===== src/rtl/wisc_cache_pkg.sv =====
// Shared definitions for the cache miss-handling logic: fill FSM state
// encoding, block geometry and default bus widths.
package wisc_cache_pkg;

    typedef enum logic {
        IDLE = 1'b0,
        FILL = 1'b1
    } fill_state_t;

    localparam int DEFAULT_AWIDTH  = 16;
    localparam int DEFAULT_DWIDTH  = 16;
    localparam int DEFAULT_CNT_W   = 4;
    localparam int WORDS_PER_BLOCK = 8;

    // Clears the byte offset within a 16-byte block.
    localparam logic [15:0] BLOCK_OFFSET_MASK = 16'hFFF0;

    // Fixed read latency of the shared main memory, in cycles.
    localparam int MEM_LATENCY = 4;

endpackage


===== src/rtl/dff.sv =====
// Generic enabled D flip-flop bank with synchronous active-high reset.
module dff #(
    parameter int               WIDTH     = 1,
    parameter logic [WIDTH-1:0] RESET_VAL = '0
) (
    input  logic             clk,
    input  logic             rst,
    input  logic             en,
    input  logic [WIDTH-1:0] d,
    output logic [WIDTH-1:0] q
);

    always_ff @(posedge clk) begin
        if (rst) begin
            q <= RESET_VAL;
        end else if (en) begin
            q <= d;
        end
    end

endmodule


===== src/rtl/fill_counter.sv =====
// Up-counter used to track issued and received words of a block fill.
module fill_counter #(
    parameter int CNT_W = 4
) (
    input  logic             clk,
    input  logic             rst,
    input  logic             clear,
    input  logic             inc,
    output logic [CNT_W-1:0] count
);

    // Clear takes priority so a new fill always starts from word 0.
    always_ff @(posedge clk) begin
        if (rst || clear) begin
            count <= '0;
        end else if (inc) begin
            count <= count + CNT_W'(1);
        end
    end

endmodule


===== src/rtl/cache_fill_fsm.sv =====
// Cache miss fill controller: fetches the 8-word block around a missed
// address and streams each returning word into the data array.
module cache_fill_fsm
    import wisc_cache_pkg::*;
#(
    parameter int AWIDTH          = DEFAULT_AWIDTH,
    parameter int DWIDTH          = DEFAULT_DWIDTH,
    parameter int WORDS_PER_BLOCK = wisc_cache_pkg::WORDS_PER_BLOCK,
    parameter int CNT_W           = DEFAULT_CNT_W
) (
    input  logic              clk,
    input  logic              rst,
    input  logic              miss_detected,
    input  logic [AWIDTH-1:0] miss_address,
    input  logic [DWIDTH-1:0] memory_data,
    input  logic              memory_data_valid,
    output logic              fsm_busy,
    output logic              mem_read_en,
    output logic [AWIDTH-1:0] memory_address,
    output logic              write_data_array,
    output logic [2:0]        data_word_offset,
    output logic [DWIDTH-1:0] data_out,
    output logic              write_tag_array
);

    localparam int               OFF_W       = $clog2(WORDS_PER_BLOCK);
    localparam logic [AWIDTH-1:0] OFFSET_MASK = AWIDTH'(2 * WORDS_PER_BLOCK - 1);
    localparam logic [CNT_W-1:0]  FULL_CNT    = CNT_W'(WORDS_PER_BLOCK);
    localparam logic [CNT_W-1:0]  LAST_IDX    = CNT_W'(WORDS_PER_BLOCK - 1);

    fill_state_t       state;
    fill_state_t       state_next;
    logic              state_q;
    logic              state_d;
    logic [AWIDTH-1:0] base_addr;
    logic [CNT_W-1:0]  issue_cnt;
    logic [CNT_W-1:0]  recv_cnt;
    logic              in_fill;
    logic              start_fill;
    logic              issuing;
    logic              receiving;
    logic              last_word;
    logic              cnt_clear;

    assign state = fill_state_t'(state_q);

    // Reset masks everything combinationally so a mid-fill reset cycle
    // cannot leak a data or tag write.
    assign in_fill    = (state == FILL) && !rst;
    assign start_fill = (state == IDLE) && miss_detected && !rst;
    assign issuing    = in_fill && (issue_cnt < FULL_CNT);
    assign receiving  = in_fill && memory_data_valid;
    assign last_word  = receiving && (recv_cnt == LAST_IDX);
    assign cnt_clear  = start_fill || last_word;

    always_comb begin
        state_next = state;
        case (state)
            IDLE:    if (miss_detected) state_next = FILL;
            FILL:    if (last_word)     state_next = IDLE;
            default: state_next = IDLE;
        endcase
    end

    assign state_d = state_next;

    dff #(.WIDTH(1)) u_state_reg (
        .clk (clk),
        .rst (rst),
        .en  (1'b1),
        .d   (state_d),
        .q   (state_q)
    );

    dff #(.WIDTH(AWIDTH)) u_base_reg (
        .clk (clk),
        .rst (rst),
        .en  (start_fill),
        .d   (miss_address & ~OFFSET_MASK),
        .q   (base_addr)
    );

    fill_counter #(.CNT_W(CNT_W)) u_issue_cnt (
        .clk   (clk),
        .rst   (rst),
        .clear (cnt_clear),
        .inc   (issuing),
        .count (issue_cnt)
    );

    fill_counter #(.CNT_W(CNT_W)) u_recv_cnt (
        .clk   (clk),
        .rst   (rst),
        .clear (cnt_clear),
        .inc   (receiving),
        .count (recv_cnt)
    );

    // The word offset is OR-ed into the aligned base, so the address can
    // never carry out of the block even at the top of memory.
    assign memory_address   = issuing
                              ? (base_addr | AWIDTH'({issue_cnt[OFF_W-1:0], 1'b0}))
                              : '0;
    assign fsm_busy         = in_fill;
    assign mem_read_en      = issuing;
    assign write_data_array = receiving;
    assign data_word_offset = in_fill ? recv_cnt[2:0] : 3'd0;
    assign data_out         = in_fill ? memory_data : '0;
    assign write_tag_array  = last_word;

endmodule


===== config.mk =====
export PLATFORM = sky130hd
export DESIGN_NAME = cache_fill_fsm
export DESIGN_NICKNAME = d
export VERILOG_FILES = /design/src/rtl/wisc_cache_pkg.sv /design/src/rtl/dff.sv /design/src/rtl/fill_counter.sv /design/src/rtl/cache_fill_fsm.sv
export SDC_FILE = /design/constraint.sdc
export NUM_CORES = 1
export LEC_CHECK = 0
export CORE_UTILIZATION = 41
export DETAILED_ROUTE_END_ITERATION = 8
export PLACE_DENSITY = 0.94
export SLEW_MARGIN = 10
export SYNTH_ARGS = -nofsm -noshare
export SYNTH_HDL_FRONTEND = slang
export SYNTH_HIERARCHICAL = 1
export SYNTH_SLANG_ARGS = --single-unit

===== constraint.sdc =====
create_clock -name clk -period 3.5 [get_ports clk]
set_clock_uncertainty 0.2 [all_clocks]
set_input_delay 0.7 -clock clk [delete_from_list [all_inputs] [get_ports clk]]
set_output_delay 0.7 -clock clk [all_outputs]
set_load 0.05 [all_outputs]

Figure 1. M2 wires.
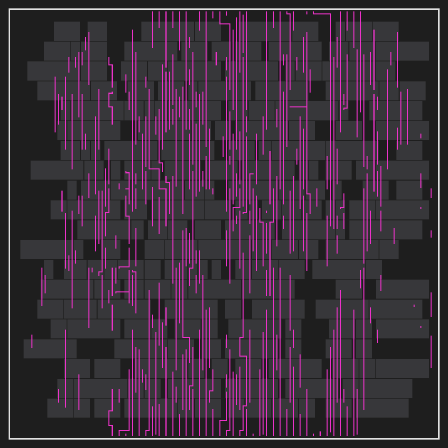
main direction: vertical
wire length on this layer: 2000 µm
longest straight run: 29.1 µm

Figure 2. Met1 routing.
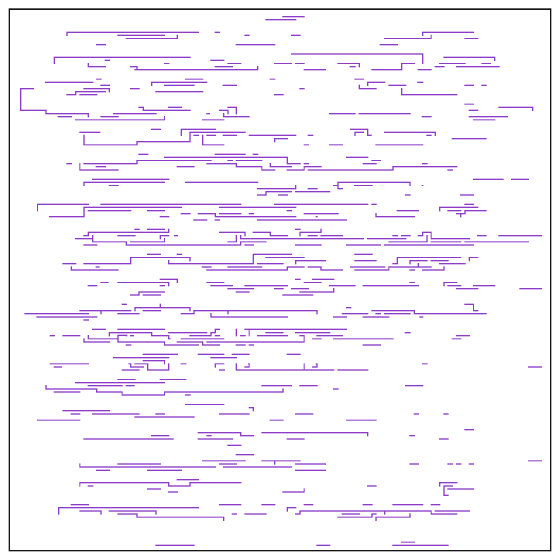
longest straight run: 15.2 µm
main direction: horizontal
share of all routed wire: 40%
wire length on this layer: 1410 µm
nets with wire on the layer: 214

Figure 3. Placement view.
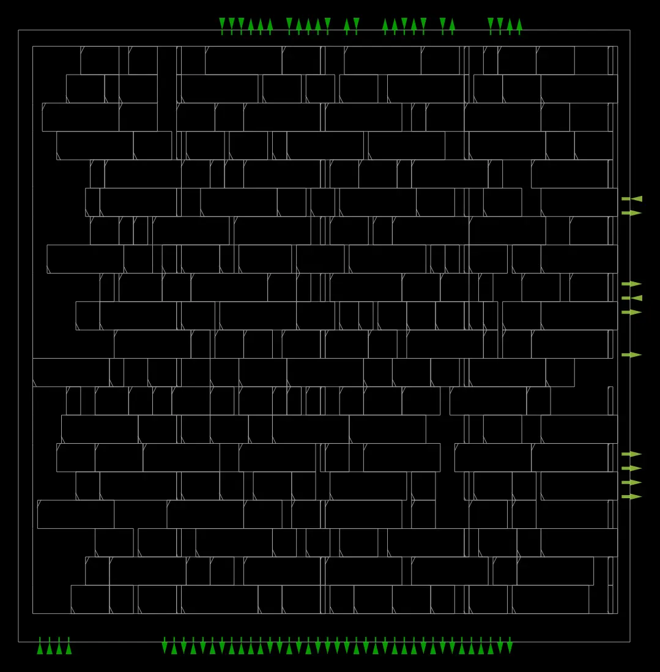
site row count: 20
final cell count without fillers: 258

Figure 4. Sequential cells colored by netlist name.
Other sequential cells in the stronger gray, the rest of the logic in the fainter gray.
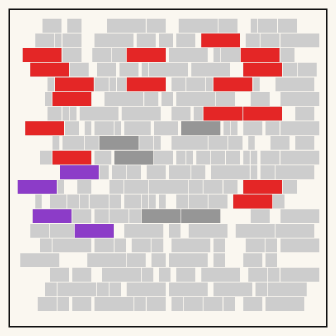
[red] u_base_reg/q | sequential cells: 16
[purple] u_recv_cnt/count | sequential cells: 4 | where: left middle

Figure 5. Cell area per tile.
The die is cut into 12 by 12 equal tiles; white is low, dark blue is high, 0 to 100% covered.
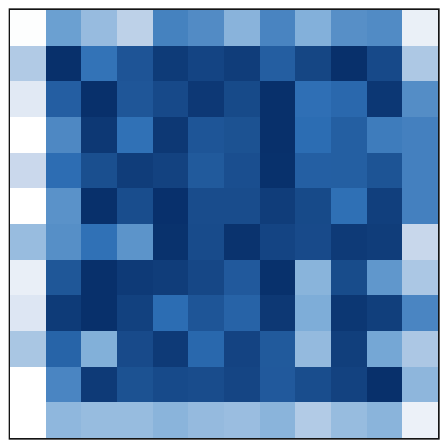
mean over tiles: 71%
densest ninth of the die: middle
fullest tile: 100%
tiles over 75% full: 58%
nearly empty tiles: 3.5%

==> reports/qor.tcl <==
set qor(run_status) {complete, no violations}
set qor(drt-wirelength-per-cell_um) 13.6
set qor(clk_pin_slew_ns) 0.12
set qor(cell_chain_critical_path) {clkdlybuf4s50_1 -> nor3b_4 -> buf_4 -> and2_2 -> buf_12}
set qor(area_delta_synth_final_pct) 89.2
set qor(final_core_utilization_pct) 81.6
set qor(placed_cell_area_um2) 2460
set qor(cts-htree-levels) 1
set qor(biggest_cell_delay_along_the_critical_path_ns) 0.59
set qor(grt_antenna_before_repair) 0
set qor(tritoncts_num_sinks) 25
set qor(pwr-share-seq_pct) 51.1
set qor(fillers) 183
set qor(synth_cell_type_count) 28
set qor(drive_above_1_share_pct) 32.7
set qor(proportion_of_total_power_due_to_net_switching_pct) 27.9
set qor(tritoncts.num_buffers) 3
set qor(critPathBufInv) 3
set qor(drc) 0
set qor(syn_area_um2) 1320
set qor(die-height_um) 58.7
set qor(fin_total_pwr_mw) 0.591
set qor(design_area_um2) 2490
set qor(cts-resized-gates) 0
set qor(cts_max_path_buffers) 2
set qor(synth-area-yosys_um2) 1320
set qor(final_sum_of_negative_setup_slack_ns) 0
set qor(maxClockFrequency_mhz) 307
set qor(grt.total_usage_pct) 21.9
set qor(seq_area_frac_synth_pct) 38.0
set qor(vias) 1223
set qor(yosys-stat-cells) 138
set qor(startpoint_type_of_the_worst_setup_path) {primary input}
set qor(final_gp_congestion) 0.740
set qor(core_region_area_um2) 3050
set qor(drt_iter0_markers) 40
set qor(synth_simple_gate_area_share_pct) 32.4
set qor(hpwl_mm) 2.93
set qor(cp.required_ns) 2.60
set qor(power.share.combinational_pct) 27.5
set qor(criticalPathCategory) {primary input to primary output}
set qor(ys_seq_elements) 25
set qor(design.final.nets) 253
set qor(final_max_slew_viol_count) 0
set qor(detail_route.vias_per_cell) 4.74
set qor(total_wirelength_of_the_detailed_routed_design_mm) 3.51
set qor(timing.critical_path.slowest_stage_cell) {sky130_fd_sc_hd__clkdlybuf4s50_1}
set qor(port-buffer-count) 70
set qor(timing.final.crit_period_ns) 3.26
set qor(p_leak_nw) 1.01
set qor(aoi_share_pct) 5.13
set qor(yosys-mux-area-fraction_pct) 16.1
set qor(hold_buffers) 0
set qor(globalRoute.totalOverflow) 0
set qor(worst-path-max-fanout) 9
set qor(mi_logic_area_um2) 773
set qor(power.density_cell_area_nw_per_um2) 237
set qor(synthFlopType) {sky130_fd_sc_hd__dfxtp_1}
set qor(antennaDiodeCount) 0
set qor(grt_pass1_wl_mm) 5.65
set qor(unrepaired_setup_endpoints_after_global_routing) {no}
set qor(insertion_delay_ns) 0.32
[Yosys cell counts (3+ instances only)]
cell / number / area share, %
sky130_fd_sc_hd__and2_1: 20 / 9.5
sky130_fd_sc_hd__and2_2: 13 / 7.4
sky130_fd_sc_hd__mux2i_1: 19 / 14
sky130_fd_sc_hd__nor3b_1: 3 / 1.7
sky130_fd_sc_hd__o21a_1: 3 / 1.7
sky130_fd_sc_hd__dfxtp_1: 25 / 38
sky130_fd_sc_hd__nor2_1: 22 / 6.3
[per-layer routing]
| layer | GRT usage, % | part of all wire [%] | up-vias |
|---|---|---|---|
| li1 | - | - | 610 |
| met1 | 24.8 | 40 | 593 |
| met2 | 42.2 | 57 | 18 |
| met3 | 4.62 | 2.0 | 2 |
| met4 | 4.08 | 0.66 | 0 |
| met5 | 0 | 0 | - |
[sequential cells by signal (all words and copies together), names as in the netlist]
| register | flops |
|---|---|
| u_issue_cnt/count | 4 |
| u_recv_cnt/count | 4 |
| u_base_reg/q | 16 |
| u_state_reg/q | 1 |
[cells in the final DEF, fill, tap and decap left out, types with 2 or more instances in the layout]
cell / count
sky130_fd_sc_hd__mux2_1: 2
sky130_fd_sc_hd__nand3b_1: 2
sky130_fd_sc_hd__o21a_1: 3
sky130_fd_sc_hd__buf_4: 6
sky130_fd_sc_hd__and2_1: 20
sky130_fd_sc_hd__dfxtp_1: 25
sky130_fd_sc_hd__nor3b_1: 2
sky130_fd_sc_hd__clkbuf_4: 3
sky130_fd_sc_hd__xnor2_1: 2
sky130_fd_sc_hd__ha_1: 2
sky130_fd_sc_hd__mux2i_1: 19
sky130_fd_sc_hd__or2_2: 2
sky130_fd_sc_hd__nand4_1: 2
sky130_fd_sc_hd__nor2_1: 22
sky130_fd_sc_hd__a21bo_2: 2
sky130_fd_sc_hd__conb_1: 5
sky130_fd_sc_hd__buf_12: 39
sky130_fd_sc_hd__clkdlybuf4s50_1: 31
sky130_fd_sc_hd__a21oi_1: 2
sky130_fd_sc_hd__and2_2: 13
sky130_fd_sc_hd__nor3_1: 2
[power by group through the flow]
stage               registers (mW)  logic [mW]  clock network, mW
detailed placement           0.309       0.163                  0
CTS                          0.302       0.163              0.131
global route                 0.304       0.171              0.144
floorplan                    0.306      0.0797                  0
global placement             0.307       0.158                  0
finish                       0.302       0.162              0.127
[path summary, 6_finish.rpt]
kind | start | end | slack [ns] | depth (start not counted)
worst max register to register | u_state_reg/q | u_recv_cnt/count[3] | 1.63 | 4
worst max-delay path | rst | memory_address[5] | 0.24 | 5
worst min register to register | u_base_reg/q[5] | u_base_reg/q[5] | 0.30 | 2
worst min-delay path | u_base_reg/q[5] | u_base_reg/q[5] | 0.30 | 2
[per-stage QoR]
stage	worst slack, ns	std cells	hold WS [ns]
final	0.245	258	0.303
after detailed placement	0.248	254	0.274
after global routing	0.185	258	0.326
after CTS	0.233	258	0.306
after global placement	0.339	254	0.262
after floorplan	0.958	141	0.251
[cell type report]
cell class,count,share of cell area (%)
flip-flops and latches,25,20.1
clock inverters,1,0.201
clock buffers,3,0.904
multi-input cells,109,31.0
well taps,44,2.21
repair buffers,76,45.6
Power figures rest on the tool's default switching activity, not on a simulated workload.
